File: src/rtl/spi_slave_frm.sv
// spi_slave_frm: framed SPI slave front-end between system-clock-sampled SPI pins and the RAM controller.
// Define SPI_PARITY_EN to add an odd-parity bit to every received frame and every read reply.
module spi_slave_frm #(
  parameter int PAY_W = 8,
  parameter int DATA_W = 8,
  parameter int TX_WAIT_MAX = 15
) (
  input  logic clk,
  input  logic rst_n,
  input  logic SS_n,
  input  logic MOSI,
  output logic MISO,
  output logic [PAY_W+1:0] rx_data,
  output logic rx_valid,
  input  logic [DATA_W-1:0] tx_data,
  input  logic tx_valid,
  output logic frame_err,
  output logic busy
);
  localparam int FRAME_W = PAY_W + 2;
`ifdef SPI_PARITY_EN
  localparam int PAR = 1;
`else
  localparam int PAR = 0;
`endif
  localparam int TW = DATA_W + PAR;
  localparam int BW = $clog2(FRAME_W + 2);
  localparam int WW = $clog2(TX_WAIT_MAX + 1);
  localparam logic [BW-1:0] RX_LAST = BW'(FRAME_W - 1 + PAR);
  localparam logic [BW-1:0] TX_LAST = BW'(TW - 1);
  localparam logic [WW-1:0] W_LAST = WW'(TX_WAIT_MAX - 1);

  typedef enum logic [2:0] {IDLE, CHK_CMD, RECV, READ_WAIT, SHIFT_OUT, DONE} state_t;
  state_t state, state_n;
  logic [FRAME_W-1:0] sh, sh_n, rx_data_n;
  logic [TW-1:0] tsh, tsh_n, tx_word;
  logic [BW-1:0] bcnt, bcnt_n;
  logic [WW-1:0] wcnt, wcnt_n;
  logic rd_pend, rd_pend_n, miso_n, rx_valid_n, frame_err_n;

`ifdef SPI_PARITY_EN
  assign tx_word = {tx_data, ~^tx_data};
`else
  assign tx_word = tx_data;
`endif
  assign busy = state != IDLE;

  always_ff @(posedge clk) begin
    if (!rst_n) begin
      state <= IDLE;
      sh <= '0;
      tsh <= '0;
      bcnt <= '0;
      wcnt <= '0;
      rd_pend <= 1'b0;
      MISO <= 1'b0;
      rx_data <= '0;
      rx_valid <= 1'b0;
      frame_err <= 1'b0;
    end else begin
      state <= state_n;
      sh <= sh_n;
      tsh <= tsh_n;
      bcnt <= bcnt_n;
      wcnt <= wcnt_n;
      rd_pend <= rd_pend_n;
      MISO <= miso_n;
      rx_data <= rx_data_n;
      rx_valid <= rx_valid_n;
      frame_err <= frame_err_n;
    end
  end

  always_comb begin
    state_n = state;
    sh_n = sh;
    tsh_n = tsh;
    bcnt_n = bcnt;
    wcnt_n = wcnt;
    rd_pend_n = rd_pend;
    rx_data_n = rx_data;
    miso_n = 1'b0;
    rx_valid_n = 1'b0;
    frame_err_n = 1'b0;
    if (SS_n) begin
      state_n = IDLE;
      bcnt_n = '0;
      wcnt_n = '0;
      frame_err_n = state != IDLE && state != DONE;
    end else begin
      case (state)
        IDLE: state_n = CHK_CMD;
        CHK_CMD: begin
          sh_n = {sh[FRAME_W-2:0], MOSI};
          bcnt_n = BW'(1);
          state_n = RECV;
        end
        RECV: begin
          // the parity bit is checked against the frame but never shifted into it
          if (PAR == 0 || bcnt != RX_LAST) sh_n = {sh[FRAME_W-2:0], MOSI};
          bcnt_n = bcnt + 1'b1;
          if (bcnt == RX_LAST) begin
            bcnt_n = '0;
            state_n = DONE;
            if (PAR == 0 || ^{sh, MOSI}) begin
              rx_data_n = sh_n;
              rx_valid_n = 1'b1;
              rd_pend_n = rd_pend | (sh_n[FRAME_W-1 -: 2] == 2'b10);
              state_n = sh_n[FRAME_W-1 -: 2] == 2'b11 ? READ_WAIT : DONE;
            end else frame_err_n = 1'b1;
          end
        end
        READ_WAIT: begin
          wcnt_n = wcnt + 1'b1;
          if (tx_valid) begin
            miso_n = tx_word[TW-1];
            tsh_n = tx_word << 1;
            wcnt_n = '0;
            bcnt_n = '0;
            state_n = SHIFT_OUT;
          end else if (wcnt == W_LAST) begin
            wcnt_n = '0;
            frame_err_n = 1'b1;
            state_n = DONE;
          end
        end
        SHIFT_OUT: begin
          miso_n = tsh[TW-1];
          tsh_n = tsh << 1;
          bcnt_n = bcnt + 1'b1;
          if (bcnt == TX_LAST) begin
            miso_n = 1'b0;
            bcnt_n = '0;
            rd_pend_n = 1'b0;
            state_n = DONE;
          end
        end
        default: state_n = state;
      endcase
    end
  end
endmodule
File: config.mk
export PLATFORM = sky130hd
export DESIGN_NAME = spi_slave_frm
export DESIGN_NICKNAME = d
export VERILOG_FILES = /design/src/rtl/spi_slave_frm.sv
export SDC_FILE = /design/constraint.sdc
export NUM_CORES = 1
export LEC_CHECK = 0
export CORE_ASPECT_RATIO = 1.2
export CORE_MARGIN = 1.5
export CORE_UTILIZATION = 30
export CTS_CLUSTER_SIZE = 16
export DETAILED_ROUTE_END_ITERATION = 10
export PLACE_DENSITY_LB_ADDON = 0.15
export SLEW_MARGIN = 20
export SYNTH_ARGS = -nofsm -noshare
export SYNTH_HDL_FRONTEND = slang
export SYNTH_SLANG_ARGS = --single-unit
File: constraint.sdc
create_clock -name clk -period 2.44 [get_ports clk]
set_clock_uncertainty 0.15 [all_clocks]
set_input_delay 0.732 -clock clk [delete_from_list [all_inputs] [get_ports clk]]
set_output_delay 0.732 -clock clk [all_outputs]
set_load 0.01 [all_outputs]
Figure 1. Cell classes on the final placement (run 1).
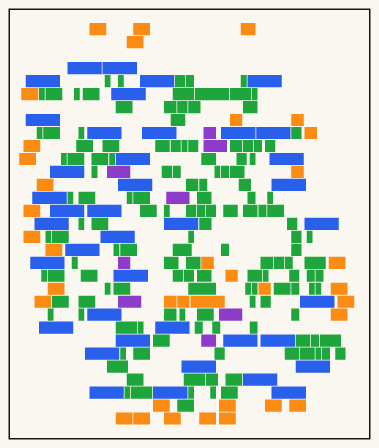
- green: remaining logic cells (cells 144)
- purple: clock drivers and dummy loads (cells 8)
- blue: registers (cells 40)
- orange: remaining buffers and delay cells (cells 36)

Figure 2. Cell density map (run 1).
The die is cut into 8 by 9 equal tiles; white is low, dark blue is high, 0 to 100% covered.
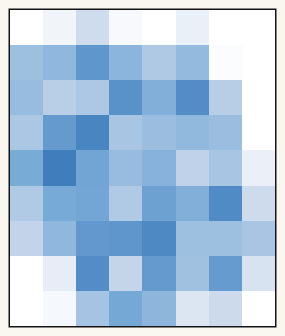
- fullest tile: 69%
- emptiest ninth of the die: top right
- nearly empty tiles: 15%
- mean over tiles: 33%

Figure 3. The metal 3 layer (run 1).
Bar = 20 um.
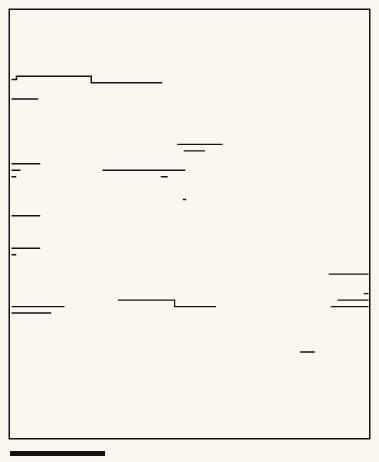
- nets with wire on the layer: 17
- wire length on this layer: 156 um
- share of all routed wire: 3.9%
- longest straight run: 17.0 um
- main direction: horizontal
via count: 1459
met3 Resource Use GR: 0.0359
final WL: 4.01 mm

Figure 4. Placed standard cells (run 1).
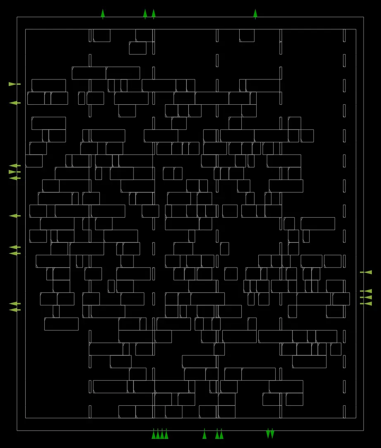
Core Area: 6050 sq um
Core Util, Final: 0.388
flop share of the area: 0.341
Well Taps: 82
Seq cells: 40

==> ci_impl_report.md, run 1 <==
### Flow metrics

| Metric | Value |
|---|---|
| Status | `complete, no violations` |
| Antenna Nets Post-Route | `0` |
| Yosys stat cell total | `195` |
| Cts bufs inserted | `5` |
| Final hold vios | `0` |
| Max Root-Sink Buffers | `2` |
| Yosys Chip Area | `1880 sq um` |
| Ys flop type | `dfxtp_1` |
| Sw frac | `0.249` |
| GPL Wtd Cong | `0.717` |
| Pwr Density | `515 nW/um^2` |
| Clock net power | `451 uW` |
| Ys flops | `40` |
| Root Buffer | `clkbuf_8` |
| Logic area | `985 sq um` |
| Most frequent cells in the layout | `dfxtp_1, nor2_1, mux2i_1` |
| Max Used Layer | `met4` |
| Critical Path Max Stage Delay | `0.42 ns` |
| Nets | `244` |
| Leak | `0.00103 uW` |
| Fin. max-slew vios | `0` |
| FF/Latch Area | `801 sq um` |
| Worst VDD drop | `0.247 mV` |
| Clock network fraction of total power | `0.373` |
| Final cell count without fillers | `310` |
| Top cell excl fill/tap | `dfxtp_1` |
| RSZ-0062 raised after global routing | `no` |
| Final setup fails | `0` |
| Logic pwr share | `0.082` |
| FP Rows | `31` |
| Antenna Cells | `0` |
| Total clock sinks | `40` |
| Die Ht | `89.7 um` |
| Min Tclk post-route | `2.21 ns` |
| XORs/XNORs by Area | `0.00466` |
| Die width | `75.3 um` |
| TritonRoute pass-1 iters | `4` |
| Worst Path Max Fanout | `3` |
| Initial antenna violation count | `0` |
| Critical path endpoint category | `output port` |
| Flip-flops with a built-in enable | `0` |
| Period utilisation layout | `0.906` |
| Async SR Flop Fraction | `0` |
| Crit start category | `flop` |
| Met1 WL | `2.00 mm` |
| IO Count | `27` |
| Sequential Power Share | `0.546` |
| Metal2 WL | `1.82 mm` |
| Placed Cells | `302` |
| Power Internal | `908 uW` |
| Worst path slowest cell | `or3_1` |
| Remaining Overflow, GRT | `0` |
| Vias per cell | `4.71` |
| Chip area | `6750 sq um` |
| Hold Crit Class | `flop to flop` |
| Hold-fix buffers, CTS | `0` |
| Achievable Freq | `452 MHz` |
| Global-route track usage on met1 | `0.181` |
| Share of cells above drive strength 1 | `0.114` |
| Hold WS | `0.335 ns` |
| AO/OA Area Share | `0.145` |
| Wirelength per Cell | `12.9 um` |
| Mapped Nets | `212` |
| Post-Route Setup TNS | `0 ns` |
| Crit Path Category | `flop to output port` |
| P_seq | `660 uW` |
| Mapped Cells | `195` |
| Max Cap Violations | `0` |
| Mean post-synth cell area | `9.64 sq um` |
| Clk pin slew, worst setup/hold paths | `0.08 ns` |
| Buf/Inv on CP | `1` |
| Largest net degree at the start of global routing | `21` |
| Number of global-route vias before repair | `1371` |
| Met2 global-route usage | `0.189` |
| Switch Pwr | `302 uW` |
| Htree depth | `2` |
| Global Route Usage Sum | `0.128` |
| Tool warning count | `28` |
| CP arrival | `1.33 ns` |
| Synth Warn # | `0` |
| Worst path required time | `1.56 ns` |
| Combinational group power | `98.7 uW` |
| Dominant kind of combinational cell | `simple AND/OR/NAND/NOR gates` |
| Post-route DRC | `0` |
| Initial Util | `0.311` |
| Fillcell total | `651` |
| Slew @ Worst Pin | `0.503 ns` |
| CP cell instances | `or3_1, dlygate4sd2_1` |
| Main power group | `sequential cells` |
| First-pass GRT wire length | `6.71 mm` |
| Area delta synth->final | `25.0%` |
| Rel. slew slack | `0.664` |
| WL met3 | `156 um` |
| Multiplexer share of the synthesized area | `0.138` |
| Global route hottest layer | `met2` |
| Late-Pin Clk Latency | `0.29 ns` |
| Synth Area in Simple Gates | `0.209` |
| Mapped Area | `1880 sq um` |
| Setup bufs post-CTS | `0` |
| CTS tree | `yes` |
| Input/output buffers | `26` |
| Final HPWL DP | `2.83 mm` |
| Count of cell types in the netlist | `44` |
| Cts repair resizes | `1` |
| Top Family by Delay on Critical Path | `simple AND/OR/NAND/NOR gates` |
| Initial drt markers | `98` |
| FA/HA/MAJ Cells, Area Fraction | `0.0266` |
## run 1: synthesized netlist by cell type, drive strengths merged (3+ instances only)
library cell / instances / area [sq um]
a21oi: 8 / 51.3
mux2i: 26 / 260
nand3: 9 / 45.0
inv: 6 / 22.5
nand2: 4 / 15.0
nor2: 31 / 116
a211oi: 6 / 65.1
clkbuf: 4 / 15.0
a211o: 3 / 26.3
and2: 4 / 25.0
buf: 7 / 56.3
dfxtp: 40 / 801
o21ai: 3 / 15.0
nand3b: 3 / 35.0
nand2b: 6 / 37.5
ha: 4 / 50.1
## run 1: per-stage QoR
stage	power, uW	setup WS, ns	utilization	area (sq um)
6_report	1210	0.229	0.388	2350
5_1_grt	1270	0.174	0.388	2350
3_3_place_gp	777	0.0218	0.373	2260
3_5_place_dp	776	0.0123	0.373	2260
4_1_cts	1240	0.195	0.388	2350
2_1_floorplan	730	0.550	-	1880
## run 1: worst paths after layout
check / to / slack, ns / start / cells past startpoint
max: busy / 0.23 / state[2] / 2
min: MISO / 0.34 / tsh[7] / 2
max reg2reg: rx_data[7] / 0.54 / bcnt[0] / 5
min reg2reg: MISO / 0.34 / tsh[7] / 2
## run 1: sequential cells by signal, indices dropped and copies added, names as in the netlist
signal,flops
MISO,1
rx_valid,1
sh,9
state,3
bcnt,4
tsh,7
rx_data,10
wcnt,4
frame_err,1
## run 1: logic make-up (layout without fill, tap and decap cells)
group,Yosys count,count (layout)
and+or+nand+nor,73,73
DFF,40,40
AOI/OAI and AO/OA,34,34
muxes,26,26
buffers and inverters,17,50
adders and majority gates,4,4
xor gates and xnor gates,1,1
## run 1: layout make-up
type,instances,area share
well taps,82,0.0437
clock inverters,3,0.0101
flip-flops and latches,40,0.341
repair buffers,36,0.147
multi-input cells,138,0.419
inverters,6,0.00958
clock buffers,5,0.0293
==> inputs of run 2 (changes only) <==
Settings changed: CORE_UTILIZATION 30 to 53, SKIP_CTS_REPAIR_TIMING set to 1.
Figure 5. Cell density map (run 2).
The die is cut into 6 by 7 equal tiles; white is low, dark blue is high, 0 to 100% covered.
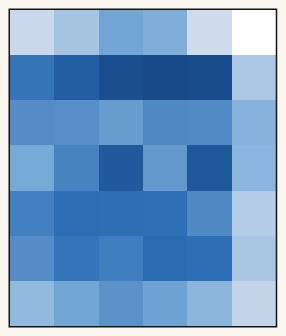
- nearly empty tiles: 2.4%
- emptiest ninth of the die: top right
- tiles over 75% full: 21%

==> ci_impl_report.md, run 2 <==
### Flow metrics

| Metric | Value |
|---|---|
| Pwr Density | `558 nW/um^2` |
| Met3 Resource Use GR | `0.0529` |
| Switch Pwr | `278 uW` |
| Synth Area in Simple Gates | `0.209` |
| Total power | `1290 uW` |
| Top cells by area, synth | `dfxtp_1, mux2i_1, nor2_1, a211oi_2, ha_1` |
| Mean post-synth cell area | `9.64 sq um` |
| Final setup fails | `0` |
| IO Count | `27` |
| Htree depth | `2` |
| Final HPWL DP | `2.85 mm` |
| Tool warning count | `28` |
| Flop-to-flop setup slack | `0.52 ns` |
| Worst VDD drop | `0.626 mV` |
| Top reg by flops | `rx_data` |
| Top Family by Delay on Critical Path | `buffers and inverters` |
| Area after DPL | `2190 sq um` |
| Achievable Freq | `420 MHz` |
| Pre-CTS setup slack | `0.00383 ns` |
| Root Buffer | `clkbuf_8` |
| WL met3 | `142 um` |
| Die Ht | `68.2 um` |
| Wirelength per Cell | `14.9 um` |
| Final hold vios | `0` |
| Ys flops | `40` |
| Antenna Nets Post-Route | `0` |
| Global route hottest layer | `met2` |
| Top cell excl fill/tap | `dfxtp_1` |
| Worst R2R End | `rx_data[2]` |
| Late-Pin Clk Latency | `0.29 ns` |
| Initial antenna violation count | `0` |
| XORs/XNORs by Area | `0.00466` |
| FA/HA/MAJ Cells, Area Fraction | `0.0266` |
| Worst Path Max Fanout | `3` |
| Yosys stat cell total | `195` |
| Met2 global-route usage | `0.405` |
| Worst path slowest cell | `clkdlybuf4s50_1` |
| Count leader, synth | `dfxtp_1` |
| GPL Wtd Cong | `0.814` |
| Min Tclk post-route | `2.38 ns` |
| Max reg flops | `10` |
| AO/OA Area Share | `0.145` |
| Top cell area share | `0.426` |
| Worst setup margin | `0.0600 ns` |
| Chip area | `3910 sq um` |
| Ys flop type | `dfxtp_1` |
| Async SR Flop Fraction | `0` |
| Final WL | `3.93 mm` |
| Post-route cell area | `2310 sq um` |
| Number of global-route vias before repair | `1485` |
| Critical Path Max Stage Delay | `0.49 ns` |
| Beginning of the worst hold path | `tsh[1]` |
| Max Cap Violations | `0` |
| Critical path endpoint category | `output port` |
| Core Util, Final | `0.685` |
| Post-route DRC | `0` |
| R2R Path Start | `bcnt[0]` |
| Synth Warn # | `0` |
| Mapped Nets | `212` |
| Top flop regs | `rx_data (10), sh (9), tsh (7)` |
| CP cell instances | `or3_1, clkdlybuf4s50_1` |
| Hold Crit Class | `flop to flop` |
| Area leader, netlist | `dfxtp_1` |
| Commonest cells post-synth | `dfxtp_1, nor2_1, mux2i_1` |
| Rel. slew slack | `0.643` |
| Vias per cell | `5.84` |
| Mapped Cells | `195` |
| RSZ-0062 raised after global routing | `no` |
| Status | `complete, no violations` |
-- run 2: cell counts after synthesis --
No cell type changed its count.
-- run 2: cells by family after synthesis --
group / after synthesis
buffers and inverters: 17
muxes: 26
and+or+nand+nor: 73
adders and majority gates: 4
xor gates and xnor gates: 1
AOI/OAI and AO/OA: 34
DFF: 40
-- run 2: area by class of cell --
class	instances	area (sq um)
tap	37	46.3
multi-input combinational	138	985
clock inverter	3	42.5
sequential	40	801
clock buffer	5	68.8
inverter	6	22.5
fill	250	1060
timing repair buffer	35	340
-- run 2: worst reg2reg max path, cell delays in order (launching register included) --
cell      delay [ns]
dfxtp_1         0.44
ha_1            0.23
nand3b_4        0.11
or4_4           0.62
mux2i_1         0.20
nor2_1          0.05
-- run 2: power by group through the flow --
stage          registers (uW)  logic [uW]  clock network [uW]
4_1_cts                   661        96.3                 543
3_5_place_dp              676        95.8                   0
5_1_grt                   661         105                 563
2_1_floorplan             676        53.5                   0
3_3_place_gp              676        93.6                   0
6_report                  661        96.1                 530
-- run 2: through the flow --
stage | hold slack [ns] | std cells
finish | 0.331 | 264
global route | 0.368 | 264
floorplan | 0.298 | 195
CTS | 0.334 | 264
global placement | 0.313 | 256
detailed placement | 0.323 | 256
-- run 2: how the worst max path moves through the flow --
| stage | end | slack (ns) | cells past startpoint |
|---|---|---|---|
| after floorplan | rx_data[0] | 0.55 | 5 |
| after global placement | rx_data[7] | 0.06 | 5 |
| after detailed placement | rx_data[3] | 0.004 | 5 |
| after CTS | busy | 0.04 | 2 |
| after global routing | busy | 0.02 | 2 |
| final | busy | 0.06 | 2 |
==> inputs of run 3 (changes only) <==
==> constraint.sdc (replaced) <==
create_clock -name clk -period 2.44 [get_ports clk]
set_clock_uncertainty 0.15 [all_clocks]
set_input_delay 0.61 -clock clk [delete_from_list [all_inputs] [get_ports clk]]
set_output_delay 0.61 -clock clk [all_outputs]
set_load 0.01 [all_outputs]
Figure 6. Placed standard cells (run 3).
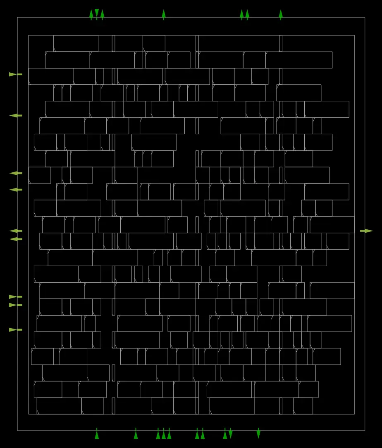
Core Util, Final: 0.677
fillcell total: 270
FP Rows: 23
Core Area: 3370 sq um
flop share of the area: 0.351

==> ci_impl_report.md, run 3 <==
### Flow metrics

| Metric | Value |
|---|---|
| Via count | `1490` |
| CTS tree | `yes` |
| Final setup fails | `0` |
| Worst R2R End | `rx_data[4]` |
| Post-route cell area | `2280 sq um` |
| Largest net degree at the start of global routing | `28` |
| RSZ-0062 raised after global routing | `no` |
| Worst VDD drop | `0.506 mV` |
| Period utilisation layout | `0.929` |
| Late-Pin Clk Latency | `0.29 ns` |
| Power Internal | `1010 uW` |
| Input/output buffers | `26` |
| Die width | `57.4 um` |
| Logic area | `985 sq um` |
| Crit start category | `flop` |
| Antenna Nets Post-Route | `0` |
| Mapped Nets | `212` |
| Area after DPL | `2170 sq um` |
| Worst Hold Path EP | `tsh[1]` |
| Crit Path Category | `flop to output port` |
| CP arrival | `1.51 ns` |
| Number of global-route vias before repair | `1467` |
| Most frequent cells in the layout | `dfxtp_1, nor2_1, mux2i_1, clkdlybuf4s50_1, nand3_1` |
| Wirelength per Cell | `14.8 um` |
| Mean post-synth cell area | `9.64 sq um` |
| Worst Hold Depth | `2` |
| Sw frac | `0.220` |
| Global Route Usage Sum | `0.220` |
| Beginning of the worst hold path | `tsh[1]` |
| Remaining Overflow, GRT | `0` |
| Top cell area share | `0.426` |
| Die Ht | `68.2 um` |
| Root Buffer | `clkbuf_8` |
| TritonRoute pass-1 iters | `4` |
| Initial drt markers | `83` |
| Hold Crit Class | `flop to flop` |
| Fin. max-slew vios | `0` |
| Crit. Startpoint | `state[2]` |
| Top cell excl fill/tap | `dfxtp_1` |
| Worst path required time | `1.68 ns` |
| Critical path endpoint category | `output port` |
| Area delta synth->final | `21.2%` |
| Post-route DRC | `0` |
| Initial Util | `0.558` |
| IO Count | `27` |
| Chip area | `3910 sq um` |
| Top flop regs | `rx_data (10), sh (9), tsh (7)` |
| Total clock sinks | `40` |
| FF/Latch Area | `801 sq um` |
| Max Cap Violations | `0` |
| Commonest cells post-synth | `dfxtp_1, nor2_1, mux2i_1` |
| Achievable Freq | `441 MHz` |
| Post-Route Setup TNS | `0 ns` |
| Sequential Power Share | `0.512` |
| Clock network fraction of total power | `0.415` |
| Switch Pwr | `284 uW` |
| Initial antenna violation count | `0` |
| Share of cells above drive strength 1 | `0.102` |
| Top reg by flops | `rx_data` |
| Synth Warn # | `0` |
| Min Tclk post-route | `2.27 ns` |
| Final hold vios | `0` |
| Mapped Cells | `195` |
| Htree depth | `2` |
| Pwr Density | `567 nW/um^2` |
| Mapped Area | `1880 sq um` |
| First-pass GRT wire length | `6.55 mm` |
| Flop-to-flop setup slack | `0.54 ns` |
| Max Root-Sink Buffers | `2` |
| Nets | `241` |
| Ys flops | `40` |
| Status | `complete, no violations` |
| FF-to-FF path depth | `5` |
| Max reg flops | `10` |
-- run 3: worst max path at each step --
stage	slack (ns)	cells after the start	to
final	0.17	2	busy
after global routing	0.11	2	busy
after CTS	0.16	2	busy
after detailed placement	0.11	6	bcnt[2]
after global placement	0.17	5	tsh[5]
after floorplan	0.67	6	rx_data[0]
-- run 3: cell families after synthesis --
kind of cell | after synthesis | share of synthesized area
XOR/XNOR | 1 | 0.00466
multiplexers | 26 | 0.138
buffers and inverters | 17 | 0.0499
AND-OR/OR-AND | 34 | 0.145
AND/OR/NAND/NOR | 73 | 0.209
flip-flops | 40 | 0.426
adder cells (fa/ha/maj) | 4 | 0.0266
-- run 3: cell type report --
cell class                 count  share of cell area
timing repair buffer          33               0.137
tap                           37              0.0203
clock buffer                   5              0.0302
inverter                       6             0.00988
multi-input combinational    138               0.432
sequential                    40               0.351
clock inverter                 3              0.0187
-- run 3: metal layers --
metal	wire length, um	global-route usage	vias to the layer above	part of all wire
li1	-	-	750	-
met1	1730	0.257	712	0.45
met2	1970	0.376	23	0.51
met3	113	0.0605	5	0.029
met4	61	0.0959	0	0.016
met5	0	0	-	0
-- run 3: power groups by stage --
stage	clock network (uW)	logic (uW)	registers [uW]
after floorplan	0	53.5	676
after global placement	0	91.6	676
after detailed placement	0	94.5	676
after CTS	549	95.1	660
after global routing	578	103	661
final	535	95.1	660
-- run 3: stage by stage --
stage	std cells	hold WS (ns)	worst slack (ns)	total power [uW]
global placement	254	0.314	0.169	767
CTS	262	0.346	0.162	1300
finish	262	0.339	0.174	1290
global route	262	0.368	0.109	1340
detailed placement	254	0.333	0.110	771
floorplan	195	0.298	0.669	730
-- run 3: worst max-delay path: stages, from the launching register on --
cell and delay, ns:
dfxtp_1 0.31, or3_1 0.41, clkdlybuf4s50_1 0.50
Power figures rest on the tool's default switching activity, not on a simulated workload.
